gates.png
Drawn at 2 px/um.
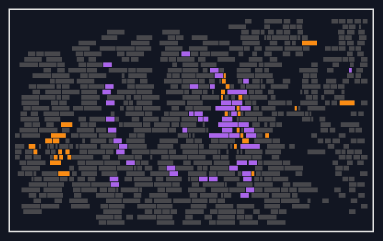
layers.png
Drawn at 3 px/um.
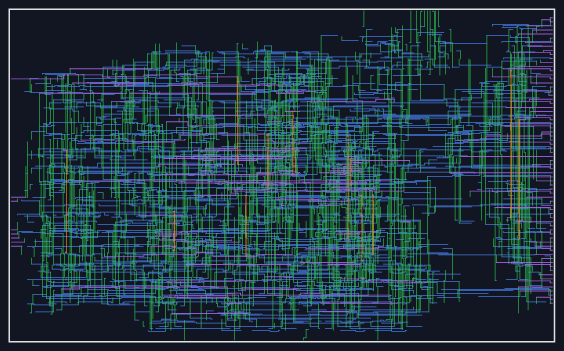
floorplan.png
Drawn at 3 px/um. Pins as bars on the die edge.
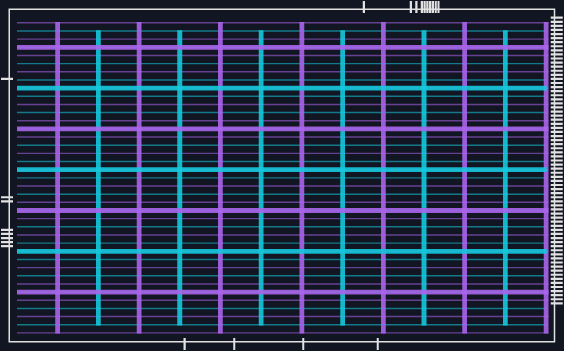
clock_nets.png
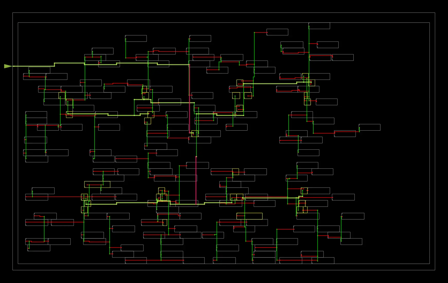
`src/rtl/video_pkg.sv`:
```
// Video subsystem shared definitions: fetch-sequencer phase encodings and the
// field layout of a text-memory word.
package video_pkg;

    typedef enum logic [1:0] {
        TEXT_FETCH  = 2'd0,
        GLYPH_FETCH = 2'd1,
        SET_COLOR   = 2'd2,
        DRAW        = 2'd3
    } phase_e;

    // Text word: [15:12] background index, [11:8] foreground index, [7:0] char code.
    localparam int unsigned TW_BG_LSB   = 12;
    localparam int unsigned TW_FG_LSB   = 8;
    localparam int unsigned TW_CHAR_LSB = 0;
    localparam int unsigned TW_ATTR_LSB = 8;

    function automatic logic [7:0] tw_char(input logic [15:0] word);
        return word[TW_CHAR_LSB +: 8];
    endfunction

    function automatic logic [7:0] tw_attr(input logic [15:0] word);
        return word[TW_ATTR_LSB +: 8];
    endfunction

endpackage

```
`src/rtl/palette_regfile.sv`:
```
// 16-entry x 8-bit colour palette: synchronous write, two asynchronous read
// ports, entry i resets to {i, i}.
module palette_regfile (
    input  logic       clk,
    input  logic       reset_n,
    input  logic       we,
    input  logic [3:0] widx,
    input  logic [7:0] wdata,
    input  logic [3:0] fg_idx,
    input  logic [3:0] bg_idx,
    output logic [7:0] fg_data,
    output logic [7:0] bg_data
);

    logic [7:0] regs_q [16];

    always_ff @(posedge clk or negedge reset_n) begin
        if (!reset_n) begin
            for (int i = 0; i < 16; i++) begin
                regs_q[i] <= {4'(i), 4'(i)};
            end
        end else if (we) begin
            regs_q[widx] <= wdata;
        end
    end

    assign fg_data = regs_q[fg_idx];
    assign bg_data = regs_q[bg_idx];

endmodule

```
`src/rtl/text_pixel_generator.sv`:
```
// Text-mode pixel generator: 4-phase fetch of text word and glyph row, palette
// lookup and blinking cursor overlay, producing one registered colour per pixel.
module text_pixel_generator
    import video_pkg::*;
#(
    parameter int unsigned PIX_W      = 10,
    parameter int unsigned LINE_W     = 9,
    parameter int unsigned ADDR_W     = 15,
    parameter int unsigned TEXT_BASE  = 0,
    parameter int unsigned GLYPH_BASE = 8192,
    parameter int unsigned BLINK_LOG2 = 5
) (
    input  logic              clk,
    input  logic              reset_n,
    input  logic              enable,
    input  logic [PIX_W-1:0]  pixel_counter,
    input  logic [LINE_W-1:0] line_counter,
    input  logic              frame_start,
    input  logic [15:0]       pg_data,
    output logic [ADDR_W-1:0] pg_addr,
    output logic [7:0]        color,
    output logic [1:0]        phase,
    input  logic              pal_we,
    input  logic [3:0]        pal_idx,
    input  logic [7:0]        pal_wdata,
    input  logic              cursor_en,
    input  logic              cursor_mode,
    input  logic              cursor_blink,
    input  logic [PIX_W-4:0]  cursor_col,
    input  logic [LINE_W-4:0] cursor_row
);

    phase_e                phase_q;
    logic [7:0]            color_q;
    logic [7:0]            attr_q;
    logic [BLINK_LOG2-1:0] blink_cnt_q;

    logic [PIX_W-4:0]  cell_col;
    logic [LINE_W-4:0] cell_row;
    logic [ADDR_W-1:0] text_addr;
    logic [ADDR_W-1:0] glyph_addr;
    logic              glyph_bit;
    logic              cursor_hit;
    logic              cursor_vis;
    logic              pix_on;
    logic [7:0]        fg_color;
    logic [7:0]        bg_color;

    assign cell_col = pixel_counter[PIX_W-1:3];
    assign cell_row = line_counter[LINE_W-1:3];

    assign text_addr  = ADDR_W'(TEXT_BASE) + ADDR_W'({cell_row, cell_col});
    // Glyph fetch uses the text word returned in this cycle, not a latched copy.
    assign glyph_addr = ADDR_W'(GLYPH_BASE) + ADDR_W'({tw_char(pg_data), 2'b00})
                      + ADDR_W'(line_counter[2:1]);

    always_comb begin
        pg_addr = '0;
        case (phase_q)
            TEXT_FETCH:  pg_addr = text_addr;
            GLYPH_FETCH: pg_addr = glyph_addr;
            default:     pg_addr = '0;
        endcase
    end

    // Each glyph word packs two rows: even line in the high byte, odd in the low.
    assign glyph_bit  = pg_data[{~line_counter[0], pixel_counter[2:0]}];
    assign cursor_hit = cursor_en && (cell_row == cursor_row) && (cell_col == cursor_col)
                      && (cursor_mode || (line_counter[2:1] == 2'b11));
    assign cursor_vis = cursor_hit && (!cursor_blink || blink_cnt_q[BLINK_LOG2-1]);
    assign pix_on     = glyph_bit ^ cursor_vis;

    palette_regfile u_palette (
        .clk     (clk),
        .reset_n (reset_n),
        .we      (pal_we),
        .widx    (pal_idx),
        .wdata   (pal_wdata),
        .fg_idx  (attr_q[3:0]),
        .bg_idx  (attr_q[7:4]),
        .fg_data (fg_color),
        .bg_data (bg_color)
    );

    always_ff @(posedge clk or negedge reset_n) begin
        if (!reset_n) begin
            phase_q <= TEXT_FETCH;
            color_q <= 8'h00;
            attr_q  <= 8'h00;
        end else if (!enable) begin
            phase_q <= TEXT_FETCH;
            color_q <= 8'h00;
        end else begin
            case (phase_q)
                TEXT_FETCH: begin
                    phase_q <= GLYPH_FETCH;
                end
                GLYPH_FETCH: begin
                    attr_q  <= tw_attr(pg_data);
                    phase_q <= SET_COLOR;
                end
                SET_COLOR: begin
                    color_q <= pix_on ? fg_color : bg_color;
                    phase_q <= DRAW;
                end
                default: begin
                    phase_q <= TEXT_FETCH;
                end
            endcase
        end
    end

    // Free-running frame counter; independent of enable.
    always_ff @(posedge clk or negedge reset_n) begin
        if (!reset_n) begin
            blink_cnt_q <= '0;
        end else if (frame_start) begin
            blink_cnt_q <= blink_cnt_q + 1'b1;
        end
    end

    assign color = color_q;
    assign phase = phase_q;

endmodule

```
`config.mk`:
```
export PLATFORM = sky130hd
export DESIGN_NAME = text_pixel_generator
export DESIGN_NICKNAME = d
export VERILOG_FILES = /design/src/rtl/video_pkg.sv /design/src/rtl/palette_regfile.sv /design/src/rtl/text_pixel_generator.sv
export SDC_FILE = /design/constraint.sdc
export NUM_CORES = 1
export LEC_CHECK = 0
export CAP_MARGIN = 20
export CORE_ASPECT_RATIO = 0.6
export CORE_MARGIN = 2
export CORE_UTILIZATION = 45
export CTS_BUF_LIST = sky130_fd_sc_hd__clkbuf_4
export DETAILED_ROUTE_END_ITERATION = 8
export GPL_TIMING_DRIVEN = 0
export HOLD_SLACK_MARGIN = 0.12
export MAX_ROUTING_LAYER = met4
export PLACE_DENSITY = 0.71
export RECOVER_POWER = 50
export SLEW_MARGIN = 20
export SYNTH_ARGS = -nofsm -noshare
export SYNTH_HDL_FRONTEND = slang
export SYNTH_HIERARCHICAL = 1
export SYNTH_SLANG_ARGS = --single-unit
```
`constraint.sdc`:
```
create_clock -name clk -period 1.9 [get_ports clk]
set_input_delay 0.38 -clock clk [delete_from_list [all_inputs] [get_ports clk]]
set_output_delay 0.38 -clock clk [all_outputs]
set_load 0.02 [all_outputs]
```
==> run notes <==
Update from the flow run.

Post-synth the commonest register cell is dfrtp_1. In the post-synthesis netlist, the biggest area contributors are dfrtp_1, dfstp_2, mux2_2. Timing would allow up to about 460 MHz. The maximum resistive drop on vdd is approximately 560 uV. The leakage component of the power was reported as 0.00416 uW. For reference, the top cells by count after synthesis are mux2_2, dfrtp_1, dfstp_2, mux4_2, a22oi_1. The run finished, with violations left. The number of DRC markers after the initial detailed-route iteration is between 400 and 500. For this design, the sink count on the clock tree is 151. After layout, the worst path uses 115% of the clock period. The number of instances in the synthesized netlist is 567.

The final worst slack is -0.289 ns. Summed over all nets, the half-perimeter wirelength after detailed placement is between 15,000 and 20,000 um. Across all stage logs, warnings added up to 32.

The fraction of the yosys area taken by sequential cells is 45.5%. The maximum clock insertion buffer count is 2. The number of optimization iterations in the first detailed-route pass is 5.

The post-synthesis cell count from yosys is ~570. Logged for this run, the post-placement worst setup slack is -0.985 ns. The die height is 110 um. Setup repair after global routing could not meet its margin everywhere. The final reports fail on negative setup slack. The script parses the final routing iteration and logs DRC violations as 0. The final cell area excluding filler cells is 10,700 um^2. The report counts max-capacitance violations totalling 0. The x dimension of the die is 181 um. The relative max-transition margin is around a fifth. The area added between synthesis and finish is 25.7%. The starting density of the core is a little under half. The largest driver fanout on the critical path is 8. The top cell type by area accounts for 25.7% of the synthesized area. The cell area after placement is ~10000 um^2. Entering global routing, the biggest net connects 106 pins. Sorting the synthesis cell report by count puts at the top mux2_2. On the worst setup and hold paths after CTS, the clock-pin slew comes to 0.13 ns.

The number of nets at floorplan is 639. According to the floorplan log, the row count is 38. The number of flip-flops and latches in the synthesized netlist is 151.

The critical path endpoint category is a flip-flop. The synthesis log from Yosys contains 6 warnings. The final layout contains 761 nets.

The initial antenna violation count is 0. From the final report, the count of setup violators was given as 21. The count of buffers from port buffering is slightly below 90.

The number of hold-slack violations in the final timing report is 0. The placeable core region is 18,300 um^2.
Back to the opening pictures, gates.png:
legend:
  purple:
    family: aoi and oai cells
    cells: 50
    most_used: a22oi_2
  orange:
    family: nor cells
    cells: 31
    most_used: nor3_1
most frequent logic cell in the layout: mux2_2
fraction of area in multi-input gates: 44.7%
Post-Layout Cell Count: 942

Back to the opening pictures, layers.png:
legend:
  green:
    layer: M2
    wire_length: 11,400 um
  orange:
    layer: M4
    wire_length: 316 um
  purple:
    layer: M3
    wire_length: 2,320 um
  blue:
    layer: M1
    wire_length: 11,200 um
wire per inst: 26.8 um
total wirelength of the detailed-routed design: 25,300 um
vias post-DR: 5,923
GRT Overall Usage: 26.9%

Back to the opening pictures, floorplan.png:
legend:
  cyan:
    net: VDD
  purple:
    net: VSS
met1 rails: 39
signal pins: 93

Back to the opening pictures, clock_nets.png:
TritonCTS Buffers: 17
insertion delay to the later sink of the worst-skew pair: 0.54 ns
count of clock buffers in the final design: 19
skew final: 0.0134 ns

-- final timing paths --
check                                            from                               end  depth (start not counted)
min in group asynchronous                     reset_n  u_palette/regs_q[24]$_DFFE_PN0P_                          2
hold reg to reg            blink_cnt_q[4]$_DFFE_PN0P_        blink_cnt_q[4]$_DFFE_PN0P_                          1
setup / recovery                attr_q[4]$_DFFE_PN0P_              color[2]$_DFFE_PN0P_                          7
setup reg to reg                attr_q[4]$_DFFE_PN0P_              color[2]$_DFFE_PN0P_                          7
max in group asynchronous                     reset_n  u_palette/regs_q[84]$_DFFE_PN1P_                          3
hold / removal                             pal_idx[2]  u_palette/regs_q[42]$_DFFE_PN0P_                          3
-- layout make-up --
cell class	count	area [um^2]
Timing Repair Buffer	103	1080
Sequential cell	151	3860
Fill cell	1413	7600
Inverter	3	11.3
Clock inverter	13	131
Buffer	40	364
Multi-Input combinational cell	373	4770
Clock buffer	19	143
Tap cell	240	300
-- worst max-delay path: stages (launching register included) --
cell	delay [ns]
dfrtp_1	0.41
buf_12	0.17
clkbuf_16	0.17
mux4_2	0.53
a22oi_2	0.18
nand2_1	0.10
a2111oi_2	0.36
nor3_1	0.13
-- registers in the layout, summed over array words and instances (netlist names) --
signal	cells
color	8
u_palette/regs_q	128
blink_cnt_q	5
phase	2
attr_q	8
-- per-stage QoR --
step | power (uW) | setup TNS [ns]
floorplan | 7520 | 0
global placement | 8730 | -724.77
detailed placement | 8940 | -56.07
global route | 12200 | -7.94
CTS | 11300 | -4.26
finish | 11700 | -4.08
-- where the power goes --
group / leakage [uW] / internal [uW] / switching (uW)
logic: 0.00228 / 2630 / 2270
clock network: 0.000142 / 800 / 1180
registers: 0.00174 / 4210 / 605
total: 0.00416 / 7640 / 4050
-- layout by cell type, fill, tap and decap left out, types with 12 or more instances in the layout --
| cell type | count |
|---|---|
| a22oi_2 | 27 |
| nand2_1 | 12 |
| buf_6 | 18 |
| clkdlybuf4s50_1 | 61 |
| mux2_2 | 129 |
| dfstp_2 | 64 |
| clkbuf_4 | 24 |
| xnor2_1 | 12 |
| mux4_2 | 64 |
| dfrtp_1 | 86 |
-- what timing repair did --
action | 4_1_cts | 5_1_grt
buffers inserted | 4 | 4
cloned | 1 | 3
gates resized | 150 | 59
hold endpoints to repair | 46 | 0
hold buffers | 1 | 0
setup endpoints to repair | 32 | 29
pin swaps | 7 | 18
-- kinds of logic (layout without fill, tap and decap cells) --
logic type | Yosys count | count (layout) | synth area share, %
adder cells (fa/ha/maj) | 4 | 4 | 0.590
other | 1 | 1 | 0.0442
buffers and inverters | 43 | 178 | 2.57
AND-OR/OR-AND | 61 | 61 | 5.90
XOR/XNOR | 17 | 17 | 1.76
flip-flops | 151 | 151 | 45.5
AND/OR/NAND/NOR | 82 | 82 | 6.47
multiplexers | 208 | 208 | 37.2
-- layer usage --
metal  share of wire, %  up-vias  wire [um]  global-route usage (%)
li1                   -     2466          -                       -
met1                 44     3124      11200                    36.1
met2                 45      306      11400                    41.4
met3                9.2       27       2320                    7.62
met4                1.2        0        315                    5.46
met5                  0        -          0                       -
No activity file was given, so power comes from the tool's default toggle rates.
